run_1/clocks.png
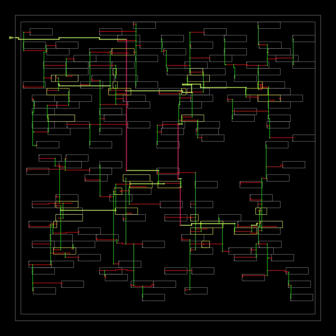
run_1/clk_routes.png
The bar under the picture is 50 um long.
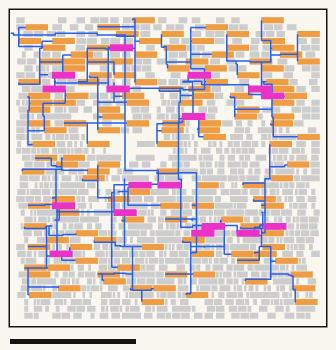
run_1/sizes.png
The bar under the picture is 50 um long.
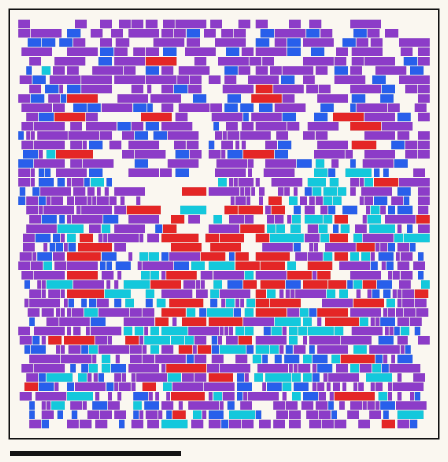
## src/rtl/ram_arb_pkg.sv

```systemverilog
// Shared types and address helpers for the two-port data RAM arbiter.
// Byte addresses become word indices by dropping the two low bits.
package ram_arb_pkg;

   typedef enum logic [1:0] {
      OWN_NONE = 2'd0,
      OWN_A    = 2'd1,
      OWN_B    = 2'd2
   } owner_t;

   localparam int unsigned WORD_SHIFT = 2;

   function automatic logic [31:0] word_index(input logic [31:0] byte_addr);
      return byte_addr >> WORD_SHIFT;
   endfunction

   function automatic logic word_in_range(input logic [31:0] byte_addr,
                                          input int unsigned depth);
      return word_index(byte_addr) < depth;
   endfunction

endpackage

```

## src/rtl/ram_arbiter_if.sv

```systemverilog
// One requester's access bundle: request/write/lock/address/data in, grant and
// one-cycle response (rvalid, err, rdata) back. The requester holds req until gnt.
interface ram_arbiter_if #(parameter int DATA_W = 32);

   logic              req;
   logic              we;
   logic              lock;
   logic [31:0]       addr;
   logic [DATA_W-1:0] wdata;
   logic              gnt;
   logic              rvalid;
   logic              err;
   logic [DATA_W-1:0] rdata;

   modport master (output req, we, lock, addr, wdata,
                   input  gnt, rvalid, err, rdata);

   modport slave  (input  req, we, lock, addr, wdata,
                   output gnt, rvalid, err, rdata);

endinterface

```

## src/rtl/ram_arb_port_resp.sv

```systemverilog
// Per-port response register: rvalid/err pulse one cycle after issue; rdata is captured only on
// in-range reads and held otherwise. No backpressure, so the response is always accepted.
module ram_arb_port_resp #(
   parameter int DATA_W = 32
) (
   input  logic              clk,
   input  logic              reset,
   input  logic              issue,
   input  logic              we,
   input  logic              in_range,
   input  logic [DATA_W-1:0] mem_rdata,
   output logic              rvalid,
   output logic              err,
   output logic [DATA_W-1:0] rdata
);

   always_ff @(posedge clk or negedge reset) begin
      if (!reset) begin
         rvalid <= 1'b0;
         err    <= 1'b0;
         rdata  <= '0;
      end else begin
         rvalid <= issue;
         err    <= issue & ~in_range;
         if (issue && !we && in_range) begin
            rdata <= mem_rdata;
         end
      end
   end

endmodule

```

## src/rtl/ram_arbiter.sv

```systemverilog
// Round-robin arbiter with bounded lock sharing a single-port RAM between ports A and B.
// Grant is combinational; the response follows one cycle later. Losers wait with req held.
module ram_arbiter
   import ram_arb_pkg::*;
#(
   parameter int DATA_W   = 32,
   parameter int DEPTH    = 1024,
   parameter int MAX_HOLD = 4
) (
   input  logic              clk,
   input  logic              reset,
   ram_arbiter_if.slave      port_a,
   ram_arbiter_if.slave      port_b,
   output logic [31:0]       mem_addr,
   output logic [DATA_W-1:0] mem_wdata,
   output logic              mem_we,
   input  logic [DATA_W-1:0] mem_rdata
);

   localparam int HOLD_W = $clog2(MAX_HOLD + 1);
   localparam logic [HOLD_W-1:0] HOLD_MAX = HOLD_W'(MAX_HOLD);

   owner_t            owner_q, owner_d;
   logic              ptr_b_q, ptr_b_d;
   logic [HOLD_W-1:0] hold_q, hold_d;
   logic              gnt_a, gnt_b, keep;
   logic              issue, in_range, sel_we;
   logic [31:0]       sel_addr, addr_q;
   logic [DATA_W-1:0] sel_wdata, wdata_q;

   always_ff @(posedge clk or negedge reset) begin
      if (!reset) begin
         owner_q <= OWN_NONE;
         ptr_b_q <= 1'b0;
         hold_q  <= '0;
         addr_q  <= '0;
         wdata_q <= '0;
      end else begin
         owner_q <= owner_d;
         ptr_b_q <= ptr_b_d;
         hold_q  <= hold_d;
         if (issue) begin
            addr_q  <= word_index(sel_addr);
            wdata_q <= sel_wdata;
         end
      end
   end

   // The lock path either re-grants the owner or, once the hold budget is
   // spent and the other port waits, hands over; otherwise arbitrate openly.
   always_comb begin
      gnt_a   = 1'b0;
      gnt_b   = 1'b0;
      keep    = 1'b0;
      owner_d = OWN_NONE;
      ptr_b_d = ptr_b_q;
      hold_d  = '0;
      if (reset) begin
         unique case (owner_q)
            OWN_A: begin
               if (port_a.lock && port_a.req) begin
                  if (hold_q < HOLD_MAX || !port_b.req) begin
                     gnt_a = 1'b1;
                     keep  = 1'b1;
                  end else begin
                     gnt_b = 1'b1;
                  end
               end
            end
            OWN_B: begin
               if (port_b.lock && port_b.req) begin
                  if (hold_q < HOLD_MAX || !port_a.req) begin
                     gnt_b = 1'b1;
                     keep  = 1'b1;
                  end else begin
                     gnt_a = 1'b1;
                  end
               end
            end
            default: ;
         endcase

         if (!gnt_a && !gnt_b) begin
            if (port_a.req && port_b.req) begin
               gnt_a = !ptr_b_q;
               gnt_b = ptr_b_q;
            end else begin
               gnt_a = port_a.req;
               gnt_b = port_b.req;
            end
         end

         if (gnt_a) begin
            owner_d = OWN_A;
            ptr_b_d = 1'b1;
         end else if (gnt_b) begin
            owner_d = OWN_B;
            ptr_b_d = 1'b0;
         end

         if (gnt_a || gnt_b) begin
            if (!keep) begin
               hold_d = HOLD_W'(1);
            end else if (hold_q == HOLD_MAX) begin
               hold_d = hold_q;
            end else begin
               hold_d = hold_q + HOLD_W'(1);
            end
         end
      end
   end

   // Without a grant the RAM-side address/data hold their last issued values.
   always_comb begin
      issue     = gnt_a | gnt_b;
      sel_addr  = gnt_b ? port_b.addr  : port_a.addr;
      sel_wdata = gnt_b ? port_b.wdata : port_a.wdata;
      sel_we    = gnt_b ? port_b.we    : port_a.we;
      in_range  = word_in_range(sel_addr, DEPTH);
      mem_addr  = issue ? word_index(sel_addr) : addr_q;
      mem_wdata = issue ? sel_wdata : wdata_q;
      mem_we    = issue & sel_we & in_range;
   end

   assign port_a.gnt = gnt_a;
   assign port_b.gnt = gnt_b;

   ram_arb_port_resp #(.DATA_W(DATA_W)) u_resp_a (
      .clk       (clk),
      .reset     (reset),
      .issue     (gnt_a),
      .we        (port_a.we),
      .in_range  (in_range),
      .mem_rdata (mem_rdata),
      .rvalid    (port_a.rvalid),
      .err       (port_a.err),
      .rdata     (port_a.rdata)
   );

   ram_arb_port_resp #(.DATA_W(DATA_W)) u_resp_b (
      .clk       (clk),
      .reset     (reset),
      .issue     (gnt_b),
      .we        (port_b.we),
      .in_range  (in_range),
      .mem_rdata (mem_rdata),
      .rvalid    (port_b.rvalid),
      .err       (port_b.err),
      .rdata     (port_b.rdata)
   );

endmodule

```

## src/flat_wrapper.sv

```systemverilog
// flat-port wrapper written by rule: the top's interface ports become plain ports
module ram_arbiter_flat import ram_arb_pkg::*;
#(
   parameter int DATA_W   = 32,
   parameter int DEPTH    = 1024,
   parameter int MAX_HOLD = 4
)
  (clk, reset, mem_addr, mem_wdata, mem_we, mem_rdata, port_a_req, port_a_we, port_a_lock, port_a_addr, port_a_wdata, port_a_gnt, port_a_rvalid, port_a_err, port_a_rdata, port_b_req, port_b_we, port_b_lock, port_b_addr, port_b_wdata, port_b_gnt, port_b_rvalid, port_b_err, port_b_rdata);
  ram_arbiter_if #(.DATA_W(DATA_W)) port_a_i ();
  ram_arbiter_if #(.DATA_W(DATA_W)) port_b_i ();
  input  logic clk;
  input  logic reset;
  output logic [31:0] mem_addr;
  output logic [DATA_W-1:0] mem_wdata;
  output logic mem_we;
  input  logic [DATA_W-1:0] mem_rdata;
  input wire logic [$bits(port_a_i.req)-1:0] port_a_req;
  input wire logic [$bits(port_a_i.we)-1:0] port_a_we;
  input wire logic [$bits(port_a_i.lock)-1:0] port_a_lock;
  input wire logic [$bits(port_a_i.addr)-1:0] port_a_addr;
  input wire logic [$bits(port_a_i.wdata)-1:0] port_a_wdata;
  output wire logic [$bits(port_a_i.gnt)-1:0] port_a_gnt;
  output wire logic [$bits(port_a_i.rvalid)-1:0] port_a_rvalid;
  output wire logic [$bits(port_a_i.err)-1:0] port_a_err;
  output wire logic [$bits(port_a_i.rdata)-1:0] port_a_rdata;
  input wire logic [$bits(port_b_i.req)-1:0] port_b_req;
  input wire logic [$bits(port_b_i.we)-1:0] port_b_we;
  input wire logic [$bits(port_b_i.lock)-1:0] port_b_lock;
  input wire logic [$bits(port_b_i.addr)-1:0] port_b_addr;
  input wire logic [$bits(port_b_i.wdata)-1:0] port_b_wdata;
  output wire logic [$bits(port_b_i.gnt)-1:0] port_b_gnt;
  output wire logic [$bits(port_b_i.rvalid)-1:0] port_b_rvalid;
  output wire logic [$bits(port_b_i.err)-1:0] port_b_err;
  output wire logic [$bits(port_b_i.rdata)-1:0] port_b_rdata;
  assign port_a_i.req = port_a_req;
  assign port_a_i.we = port_a_we;
  assign port_a_i.lock = port_a_lock;
  assign port_a_i.addr = port_a_addr;
  assign port_a_i.wdata = port_a_wdata;
  assign port_a_gnt = port_a_i.gnt;
  assign port_a_rvalid = port_a_i.rvalid;
  assign port_a_err = port_a_i.err;
  assign port_a_rdata = port_a_i.rdata;
  assign port_b_i.req = port_b_req;
  assign port_b_i.we = port_b_we;
  assign port_b_i.lock = port_b_lock;
  assign port_b_i.addr = port_b_addr;
  assign port_b_i.wdata = port_b_wdata;
  assign port_b_gnt = port_b_i.gnt;
  assign port_b_rvalid = port_b_i.rvalid;
  assign port_b_err = port_b_i.err;
  assign port_b_rdata = port_b_i.rdata;
  ram_arbiter #(.DATA_W(DATA_W), .DEPTH(DEPTH), .MAX_HOLD(MAX_HOLD)) u_core (.clk(clk), .reset(reset), .port_a(port_a_i), .port_b(port_b_i), .mem_addr(mem_addr), .mem_wdata(mem_wdata), .mem_we(mem_we), .mem_rdata(mem_rdata));
endmodule
```

## config.mk

```make
export PLATFORM = sky130hd
export DESIGN_NAME = ram_arbiter_flat
export DESIGN_NICKNAME = d
export VERILOG_FILES = /design/src/rtl/ram_arb_pkg.sv /design/src/rtl/ram_arbiter_if.sv /design/src/rtl/ram_arb_port_resp.sv /design/src/rtl/ram_arbiter.sv /design/src/flat_wrapper.sv
export SDC_FILE = /design/constraint.sdc
export NUM_CORES = 1
export LEC_CHECK = 0
export CAP_MARGIN = 20
export CORE_MARGIN = 2
export CORE_UTILIZATION = 40
export CTS_CLUSTER_DIAMETER = 50
export DETAILED_ROUTE_END_ITERATION = 8
export GPL_TIMING_DRIVEN = 1
export PLACE_DENSITY_LB_ADDON = 0.05
export SLEW_MARGIN = 40
export SYNTH_ARGS = -nofsm -noshare
export SYNTH_HDL_FRONTEND = slang
export SYNTH_SLANG_ARGS = --single-unit
export TNS_END_PERCENT = 20
```

## constraint.sdc

```tcl
create_clock -name clk -period 4.6 [get_ports clk]
set_clock_uncertainty 0.05 [all_clocks]
set_input_delay 1.38 -clock clk [delete_from_list [all_inputs] [get_ports clk]]
set_output_delay 1.38 -clock clk [all_outputs]
set_load 0.01 [all_outputs]
```

==> impl_metrics.tcl, run 1 <==
# implementation run metrics
set metrics [dict create \
    outcome "finished with violations" \
    violations "negative setup slack" \
    ys_types 36 \
    hold_path.startpoint "u_core.u_resp_b.rdata[0]" \
    ys_sh_xor 0.001493 \
    layout_min_cycle_time_ps 4627 \
    slew_viol_final 0 \
    syn-cell-area_um2 5868 \
    synthMuxAreaShare 0.1267 \
    arrival_ps 3200 \
    async_flop_share 1.000 \
    synth-warning-count 0 \
    timing.final.ws_setup_ps -26.71 \
    timing.rr.start "u_core.owner_q[0]" \
    maxCapViolations 0 \
    synth.logic.top_family "simple AND/OR/NAND/NOR gates" \
    grt_pass1_vias 6665 \
    critPathBufInv 8 \
    placed_cell_area_um2 9585 \
    grt_usage 0.2816 \
    r2r_setup_slack_ps 1570 \
    fp.coreArea_um2 14420 \
    io_buffers 298 \
    fp-utilization 0.4068 \
    power_mw 4.480 \
    rsz0062_at_grt "yes" \
    relSlewSlack 0.5498 \
    grt_overflow 0 \
    hold_end "u_core.u_resp_b.rdata[0]" \
    ir_drop_mv 0.2845 \
    crit_top_cell "buf_4" \
    cts_max_level 4 \
    ys_seq_share 0.5842 \
    post-route-util 0.7932 \
    hold_viol_final 0 \
    min_path_cells 1 \
    ys_area_um2 5868 \
    yosys_cells 556 \
    die.size.y_um 125.1 \
    cp_num_cells 13 \
    place_ws_ps -907.4 \
    critical_path_required_ps 3170 \
    adder_share 0.008529 \
    finalClockPeriodUsage 1.006 \
    tool_warnings 34 \
    p_leak_nw 5.205 \
    worst-setup-path-type "primary input to primary output" \
    clock-root-buffer "clkbuf_16" \
    cts_tree "yes" \
    synth_cells 556 \
    final_nets 1129 \
    grt_first_pass_wirelength_mm 34.69 \
    ioPinCount 303 \
    crit_slowest_cell "or2_2" \
    clock_path_buffers 2 \
    rr_worst_depth 14 \
    dp_hpwl_mm 14.19 \
    hold_path.class "flip-flop to flip-flop" \
    worst_pin_slew_ps 675.3 \
    ys_ff 137 \
    aoi_share 0.08486 \
    worstPathMaxFanout 15 \
    setup_viol 8 \
    clkTransAtPathRegs_ps 60 \
    wl_mm 22.90 \
    simple_gate_area_frac 0.1586 \
    drc_errors 0 \
    cpLargestDelayFamily "buffers and inverters" \
    wl_per_cell_um 19.81 \
    drt-pass1-iter-count 5 \
    timing.fmax_ghz 0.2161 \
    fin_setup_tns_ps -91.64 \
    cp_cell_sequence "buf_6 > buf_4 > nand2_1 > or2_2 > o22ai_1 > buf_4 > nor2_4 > buf_8 > buf_12 > buf_16 > buf_4 > a31oi_4 > buf_6" \
]
About clocks.png:
clk sinks: 137
Late-Pin Clk Latency: 410 ps
clock buf count: 20
clock group power: 1.38 mW
total CTS buffers: 17

About clk_routes.png:
Key: orange = flip-flops [count 137]; blue = clock wires [length 1730 um]; magenta = clock drivers [count 17]
There are 18 routed clock nets.
Clock Power Share: 0.307

About sizes.png:
Key: cyan = _3 and _4 cells [cells 123, share 13%, most used buf_4]; purple = _0 and _1 cells [cells 569, share 59%, most used clkdlybuf4s50_1]; blue = _2 cells [cells 198, share 20%, most used mux2_2]; red = _6 and larger [cells 80, share 8.2%, most used buf_6]
setup ws final: -26.71 ps
Layout area overhead: 94.97%

-- run 1: power breakdown --
group | switching, mW | internal [mW]
Combinational | 0.770 | 0.873
Sequential | 0.0715 | 1.39
Clock | 0.511 | 0.865
-- run 1: worst register-to-register path, delay by kind of cell, from the launching register on --
kind / cells / cell delay [ps]
buf+inv: 7 / 980
mux: 2 / 670
flops: 1 / 400
simple gates: 2 / 340
compound gates: 2 / 270
fa+ha+maj: 1 / 210
-- run 1: sequential cells by signal, indices dropped and copies added, names as in the netlist --
name                    count
u_core.owner_q              2
u_core.u_resp_b.err         1
u_core.ptr_b_q              1
u_core.u_resp_a.rdata      32
u_core.addr_q              32
u_core.u_resp_a.err         1
u_core.u_resp_b.rdata      32
u_core.hold_q               3
u_core.u_resp_b.rvalid      1
u_core.wdata_q             32
-- run 1: what timing repair did --
action                                  4_1_cts  5_1_grt
resized                                     408      103
gates cloned                                 13        2
endpoints found under the setup margin       67       65
pin swaps                                    49       21
buffers inserted                             29        3
-- run 1: cells in the final DEF, fill, tap and decap left out, types with 8 or more instances in the layout --
cell / n
buf_12: 15
nor4_1: 8
nand2_2: 44
nand2_4: 10
clkdlybuf4s50_1: 226
mux2_2: 58
buf_16: 9
dfrtp_1: 137
nand2_1: 81
a31oi_4: 21
nor2_1: 65
buf_4: 83
clkbuf_16: 18
a31oi_2: 34
buf_2: 46
buf_6: 27
-- run 1: cells by family after synthesis --
kind of cell | Yosys count
xor+xnor | 1
mux | 66
fa+ha+maj | 4
flops | 137
simple gates | 229
compound gates | 76
buf+inv | 43
-- run 1: cells in the mapped netlist, types with 2 or more instances --
cell | number | area (um2)
dfrtp_1 | 137 | 3428
nand2_1 | 135 | 506.7
nor2_1 | 68 | 255.2
a31oi_1 | 62 | 387.9
mux2_2 | 60 | 675.7
clkbuf_1 | 15 | 56.30
buf_2 | 11 | 55.05
nor4_1 | 10 | 62.56
inv_1 | 7 | 26.28
mux2_1 | 6 | 67.56
ha_1 | 4 | 50.05
nand3_1 | 4 | 20.02
a21oi_1 | 3 | 15.01
and3_1 | 3 | 18.77
buf_1 | 3 | 11.26
buf_4 | 3 | 22.52
buf_6 | 3 | 33.78
nand4_1 | 2 | 12.51
nor3_1 | 2 | 10.01
o21ai_0 | 2 | 10.01
-- run 1: worst max-delay path by stage --
stage,start,end
3_5_place_dp,port_a_req,mem_addr[12]
4_1_cts,port_a_req,mem_wdata[17]
2_1_floorplan,port_a_lock,mem_addr[21]
3_3_place_gp,port_a_req,mem_wdata[13]
6_report,port_b_req,mem_addr[5]
5_1_grt,port_a_req,mem_addr[6]
-- run 1: routing by layer --
layer	part of all wire	routed length, um	global-route usage	vias to the layer above
met5	0	0	0	-
met4	0.047	1074	0.1386	0
met3	0.070	1599	0.08472	58
met2	0.53	12040	0.4949	280
met1	0.36	8180	0.3104	3053
li1	-	-	-	2720
-- run 1: area by class of cell --
cell class / count / area (um2)
well taps: 184 / 230.2
repair buffers: 417 / 4135
clock buffers: 20 / 446.7
inverters: 8 / 46.29
clock inverters: 12 / 148.9
flip-flops and latches: 137 / 3428
multi-input cells: 376 / 3000
diodes: 2 / 5.005
fillers: 874 / 2983
run_1/detail.png
Region (79, 16) to (109, 46) um. Cells in grey, sequential cells in the stronger grey; small squares are vias.
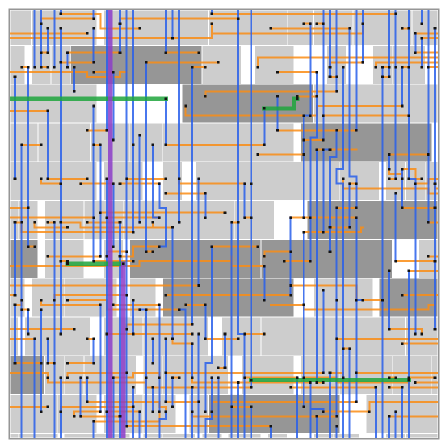

==> run 1 -> run 2 <==
Settings changed: CORE_ASPECT_RATIO set to 1.4, PLACE_DENSITY set to 0.81, PLACE_DENSITY_LB_ADDON 0.05 to not set.
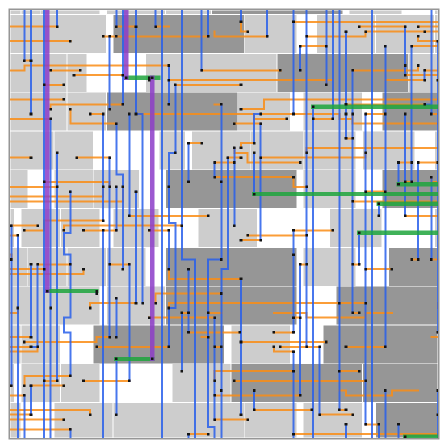
run_2/detail.png
Region (65, 22) to (95, 52) um. Cells in grey, sequential cells in the stronger grey; small squares are vias.
Key: blue = metal 2; green = metal 3; orange = metal 1; purple = metal 4
Most frequent: buf_4 (11), dfrtp_1 (11), mux2_2 (10). Netlist names of flops here include `u_core.u_resp_a.rdata` (6), `u_core.u_resp_b.rdata` (5). 53 logic cells have their middle in the window. Sequential cells in the window: 11.

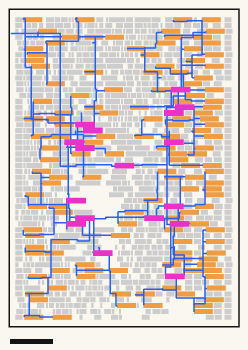
run_2/clk_routes.png
The bar under the picture is 20 um long.
Key: blue = clock wires [length 1770 um]; magenta = clock drivers [count 17]; orange = flip-flops [count 137]
Position of the flops: widely spread.
Late-Pin Clk Latency: 400 ps
clock group power: 1.36 mW
Clock Power Share: 0.294

==> run 2 against run 1 <==
  * The run still ends with negative setup slack left
  * Area after synthesis stayed put
  * Fmax is 1.6% lower
  * Power is 3.1% higher
  * Flip-flop count stayed put
  * Core utilization is 3.3 points higher
  * Critical endpoint is now mem_wdata[18]
  * Highest routed layer unchanged
==> impl_metrics.tcl, run 2 <==
# implementation run metrics
set metrics [dict create \
    crit_path_end "mem_wdata[18]" \
    die.size.y_um 147.3 \
    crit_top_cell "buf_8" \
    ys_sh_xor 0.001493 \
    cts-buffers-inserted 17 \
    fp.coreArea_um2 14380 \
    adder_share 0.008529 \
    ir_drop_mv 0.2742 \
    layout_min_cycle_time_ps 4703 \
    placementRows 52 \
    r2r_setup_slack_ps 450 \
    simple_gate_area_frac 0.1586 \
    grt_usage 0.2980 \
    drt-pass1-iter-count 5 \
    relSlewSlack 0.5492 \
    crit_slowest_cell "o2111a_2" \
    rr_worst_depth 29 \
    violations "negative setup slack" \
    outcome "finished with violations" \
    aoi_share 0.08486 \
    grt_pass1_vias 6568 \
    top_cell "dfrtp_1" \
    maxCapViolations 0 \
    ys_types 36 \
    cp_cell_sequence "buf_8 > nand2_4 > buf_6 > mux2_4 > o2111a_2 > nor2_4 > buf_12 > buf_8 > buf_16 > nor2_1 > a31oi_1 > buf_2" \
    clkSinkCount 137 \
    stdcell_area_um2 11880 \
    clkTransAtPathRegs_ps 60 \
    synthMuxAreaShare 0.1267 \
    drive_gt1_frac 0.4155 \
    power_mw 4.617 \
    synth_cells 556 \
    grt_first_pass_wirelength_mm 35.51 \
    most-common-layout-cells "clkdlybuf4s50_1 (226), dfrtp_1 (137), nand2_1 (111)" \
    synth.logic.top_family "simple AND/OR/NAND/NOR gates" \
    wl_mm 25.47 \
    wl_per_cell_um 21.53 \
    arrival_ps 3270 \
    worst-setup-path-type "primary input to primary output" \
    worst_pin_slew_ps 676.1 \
    fin_setup_tns_ps -1025 \
    antenna_found_initial 0 \
    cts_max_level 4 \
    yosys_cells 556 \
    critPathBufInv 6 \
    clock-root-buffer "clkbuf_16" \
    clock_path_buffers 2 \
    post-route-util 0.8265 \
    final_nets 1153 \
    fp-utilization 0.4081 \
    syn-cell-area_um2 5868 \
    p_leak_nw 5.358 \
    dp_hpwl_mm 13.57 \
    ys_seq_share 0.5842 \
    ys_area_um2 5868 \
    hold_path.class "flip-flop to flip-flop" \
    grt_overflow 0 \
    timing.rr.start "u_core.hold_q[2]" \
    area_growth_pct 102.5 \
    drt-vias-per-instance 5.423 \
    slew_viol_final 0 \
    cpLargestDelayFamily "buffers and inverters" \
    worstPathMaxFanout 7 \
    cts_tree "yes" \
    tool_warnings 34 \
    synth-warning-count 0 \
    crit_start "port_a_lock" \
    n_antenna_cell 0 \
    timing.final.ws_setup_ps -102.8 \
    hold_viol_final 0 \
    area_leaders "dfrtp_1 (58%), mux2_2 (12%), nand2_1 (8.6%), a31oi_1 (6.6%), nor2_1 (4.3%)" \
    top_cells_by_count "dfrtp_1 (137), nand2_1 (135), nor2_1 (68), a31oi_1 (62), mux2_2 (60)" \
    top_cell_area_share 0.5842 \
    setup_viol 24 \
    cp_num_cells 12 \
    critical_path_required_ps 3170 \
    drc_errors 0 \
    finalClockPeriodUsage 1.022 \
    placed_cell_area_um2 9429 \
    io_buffers 298 \
    rsz0062_at_grt "yes" \
    layout_top_cell "clkdlybuf4s50_1" \
    ys_ff 137 \
    async_flop_share 1.000 \
    ioPinCount 303 \
    timing.fmax_ghz 0.2126 \
    top_area_cell "dfrtp_1" \
]
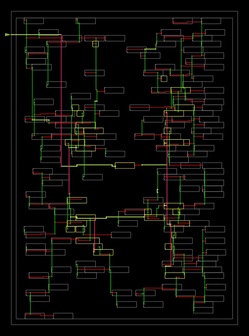
run_2/clocks.png
clock buf count: 17
registers: 137

-- run 2: cell counts after synthesis --
Identical to the previous run, type by type.
-- run 2: through the flow --
stage          hold slack [ps]  setup slack (ps)
2_1_floorplan            484.4             94.99
3_3_place_gp             423.7            -856.3
3_5_place_dp             434.3            -869.2
4_1_cts                  448.1            -88.14
5_1_grt                  460.8            -181.8
6_report                 447.5            -102.8
-- run 2: logic make-up (layout without fill, tap and decap cells) --
kind of cell / count (synthesis) / in the layout
mux: 66 / 66
buf+inv: 43 / 481
compound gates: 76 / 76
flops: 137 / 137
simple gates: 229 / 229
fa+ha+maj: 4 / 4
xor+xnor: 1 / 1
-- run 2: timing repair --
action,CTS,global route
pin swaps,33,48
setup buffers,70,10
gates resized,376,137
endpoints found under the setup margin,67,68
cloned,13,3
-- run 2: area by class of cell --
class	instances	area (um2)
Timing Repair Buffer	441	4481
Sequential cell	137	3428
Multi-Input combinational cell	376	3126
Fill cell	793	2495
Clock buffer	17	425.4
Tap cell	189	236.5
Clock inverter	15	155.1
Inverter	8	32.53
-- run 2: worst register-to-register path: cells and delay by family, from the launching register on --
| family | cells | cell delay (ps) |
|---|---|---|
| AND-OR/OR-AND | 2 | 180 |
| buffers and inverters | 24 | 2910 |
| AND/OR/NAND/NOR | 3 | 280 |
| flip-flops | 1 | 630 |
-- run 2: routing by layer --
| metal | wire length (um) | vias up | track usage |
|---|---|---|---|
| met5 | 0 | - | 0 |
| met4 | 1462 | 0 | 0.1566 |
| met3 | 1995 | 110 | 0.06832 |
| met2 | 13290 | 413 | 0.5138 |
| met1 | 8722 | 3112 | 0.3418 |
| li1 | - | 2781 | - |
-- run 2: worst min path at each step --
stage,start,endpoint,slack (ps),depth (start not counted)
floorplan,u_core.u_resp_a.rdata[16],u_core.u_resp_a.rdata[16],480,1
global placement,u_core.u_resp_a.rdata[27],u_core.u_resp_a.rdata[27],420,1
detailed placement,u_core.u_resp_b.rdata[0],u_core.u_resp_b.rdata[0],430,1
CTS,u_core.u_resp_b.rdata[0],u_core.u_resp_b.rdata[0],450,1
global route,u_core.u_resp_a.rdata[6],u_core.u_resp_a.rdata[6],460,1
finish,u_core.u_resp_a.rdata[16],u_core.u_resp_a.rdata[16],450,1
-- run 2: power breakdown --
| group | switching (mW) | total, mW | internal (mW) | leakage, nW |
|---|---|---|---|---|
| clock | 0.590 | 1.36 | 0.767 | 0.279 |
| sequential | 0.0860 | 1.47 | 1.39 | 1.75 |
| combinational | 0.837 | 1.79 | 0.949 | 3.33 |
| total | 1.51 | 4.62 | 3.10 | 5.36 |
No activity file was given, so power comes from the tool's default toggle rates.
